## src/rtl/mv_mult_seq.sv

```systemverilog
// Matrix-vector multiply sequencer: loads NxN matrix + vector, drives external MAC row by row.
// Latency N+1 from last input to first result, N+2 per row; stalls in OUT until out_ready.
module mv_mult_seq #(
    parameter int N    = 2,
    parameter int W    = 4,
    parameter int ACCW = 2*W+$clog2(N)
) (
    input  logic            clk,
    input  logic            rst,
    input  logic            in_valid,
    input  logic [W-1:0]    in_data,
    output logic            in_ready,
    output logic            mac_clr,
    output logic            mac_en,
    output logic [W-1:0]    mac_a,
    output logic [W-1:0]    mac_b,
    input  logic [ACCW-1:0] mac_acc,
    output logic            out_valid,
    output logic [ACCW-1:0] out_data,
    input  logic            out_ready,
    output logic            busy
);
    localparam int NE = N*N + N;
    localparam int AW = $clog2(NE);
    localparam int CW = $clog2(N);

    typedef enum logic [1:0] {S_LOAD, S_CALC, S_CAP, S_OUT} state_t;

    state_t          state, state_nxt;
    logic [AW-1:0]   elem_cnt;
    logic [CW-1:0]   row, col;
    logic [W-1:0]    mem [NE];
    logic [AW-1:0]   a_idx, b_idx;
    logic            accept, last_elem, last_col, last_row;

    assign accept    = in_valid && in_ready;
    assign last_elem = (elem_cnt == AW'(NE-1));
    assign last_col  = (col == CW'(N-1));
    assign last_row  = (row == CW'(N-1));
    assign a_idx     = AW'(row) * AW'(N) + AW'(col);
    assign b_idx     = AW'(N*N) + AW'(col);

    always_ff @(posedge clk) begin
        if (rst) state <= S_LOAD;
        else     state <= state_nxt;
    end

    always_comb begin
        state_nxt = state;
        in_ready  = 1'b0;
        busy      = 1'b1;
        mac_en    = 1'b0;
        mac_clr   = 1'b0;
        mac_a     = '0;
        mac_b     = '0;
        case (state)
            S_LOAD: begin
                in_ready = 1'b1;
                busy     = 1'b0;
                if (in_valid && last_elem) state_nxt = S_CALC;
            end
            S_CALC: begin
                mac_en  = 1'b1;
                mac_clr = (col == '0);
                mac_a   = mem[a_idx];
                mac_b   = mem[b_idx];
                if (last_col) state_nxt = S_CAP;
            end
            S_CAP: state_nxt = S_OUT;
            S_OUT: begin
                if (out_ready) state_nxt = last_row ? S_LOAD : S_CALC;
            end
            default: state_nxt = S_LOAD;
        endcase
    end

    // Storage is write-only from the stream; contents across reset are don't-care.
    always_ff @(posedge clk) begin
        if (accept) mem[elem_cnt] <= in_data;
    end

    always_ff @(posedge clk) begin
        if (rst) begin
            elem_cnt  <= '0;
            row       <= '0;
            col       <= '0;
            out_valid <= 1'b0;
            out_data  <= '0;
        end else begin
            case (state)
                S_LOAD: begin
                    if (accept) begin
                        elem_cnt <= last_elem ? '0 : elem_cnt + AW'(1);
                        row      <= '0;
                        col      <= '0;
                    end
                end
                S_CALC: col <= last_col ? '0 : col + CW'(1);
                S_CAP: begin
                    out_data  <= mac_acc;
                    out_valid <= 1'b1;
                end
                S_OUT: begin
                    if (out_ready) begin
                        out_valid <= 1'b0;
                        row       <= last_row ? '0 : row + CW'(1);
                        col       <= '0;
                    end
                end
                default: ;
            endcase
        end
    end
endmodule
```

## config.mk

```make
export PLATFORM = sky130hd
export DESIGN_NAME = mv_mult_seq
export DESIGN_NICKNAME = d
export VERILOG_FILES = /design/src/rtl/mv_mult_seq.sv
export SDC_FILE = /design/constraint.sdc
export NUM_CORES = 1
export LEC_CHECK = 0
export ABC_CLOCK_PERIOD_IN_PS = 1500
export CAP_MARGIN = 30
export CELL_PAD_IN_SITES_DETAIL_PLACEMENT = 2
export CELL_PAD_IN_SITES_GLOBAL_PLACEMENT = 2
export CORE_UTILIZATION = 30
export DETAILED_ROUTE_END_ITERATION = 16
export PLACE_DENSITY = 0.8
export SETUP_SLACK_MARGIN = 0.5
export SLEW_MARGIN = 20
export SYNTH_ARGS = -nofsm -noshare
export SYNTH_HDL_FRONTEND = slang
export SYNTH_SLANG_ARGS = --single-unit
```

## constraint.sdc

```tcl
create_clock -name clk -period 1.5 [get_ports clk]
set_input_delay 0.15 -clock clk [delete_from_list [all_inputs] [get_ports clk]]
set_output_delay 0.15 -clock clk [all_outputs]
set_load 0.02 [all_outputs]
```

metal_density.png
Scale: 4 px per um. 16 x 16 tiles, from dark purple (low) to yellow (high), scaled to the fullest tile. Values are wire area over tile area, all layers added.
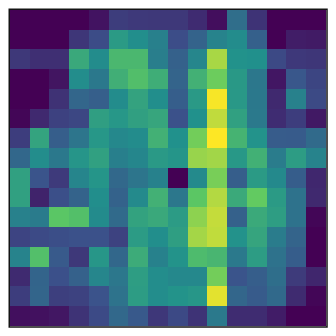
The densest ninth of the die: centre. 30% of the tiles are over half the peak. 9.0% of the tiles are nearly empty.

==> Changelog: implementation <==
### Physical design

- Chip area: 0.00626 mm^2
- Gr ovfl total: 0
- Cell Type Count: 36
- Clock Sinks: 41
- Yosys reg bits: around 41
- Synth mux share: 13.5%
- Cell-internal power: ~1.9 mW
- Fa+ha+maj area frac: approximately 2.8%
- Highest-delay cell along the critical path: mux4_2
- Worst setup path endpoint: mac_a[3]
- Final setup vio count: 26
- Main area contributors: edfxtp_1, dfxtp_1, mux2i_1
- Initial antenna violation count: 0
- Sw Ratio: 26.8%
- Failing checks: negative setup slack
- Root Buffer: clkbuf_8
- Min-delay src: mac_acc[1]
- Vias in the first global route: 1583
- Gr busiest metal: met2
- Fill count: 531
- NetSw: 691 uW
- Commonest Layout Cell: buf_6
- Chip width: 79.1 um
- Worst Path Required: around 1.4 ns
- Arrival time worst endpoint: 1.52 ns
- Fmax: 598 MHz
- WP buf/inv: 1
- Clk latency late pin: 0.30 ns
- Sequential cell count: 41
- Slew headroom: 66.2%
- GPL Wtd Cong: 0.806
- Repair and plain buffers: 80
- Row count: 27
- IR drop worst, VDD: 0.391 mV
- Resized cells post-CTS: 154
- Core Util, Final: 53.3%
- FP Util: 31.8%
- Worst setup SP type: flop
- Tap cells: 72
- Main power group: registers
- Worst setup margin: -0.173 ns
- Clock slew at reported path FFs: 0.09 ns
- Outcome: finished with violations
- Final Cycle Share: 112%
- Post-CTS Hold Buffers: 0
- Vias: 1382
placement_by_type.png
Scale: 6 px per um.
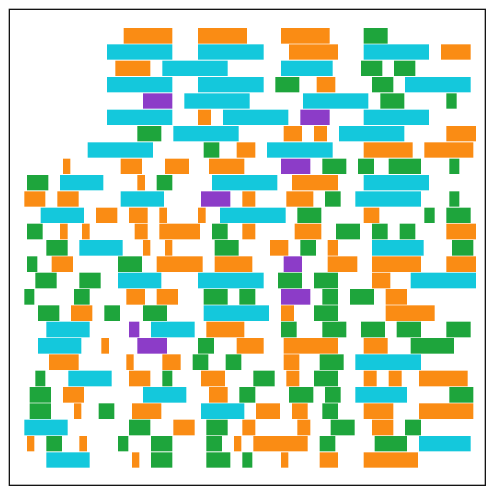
Purple stands for clock drivers and dummy loads, cells 8. Green stands for remaining buffers and delay cells, cells 80. Orange stands for combinational and other logic, cells 88. Cyan stands for sequential cells, cells 41.

Power figures rest on the tool's default switching activity, not on a simulated workload.
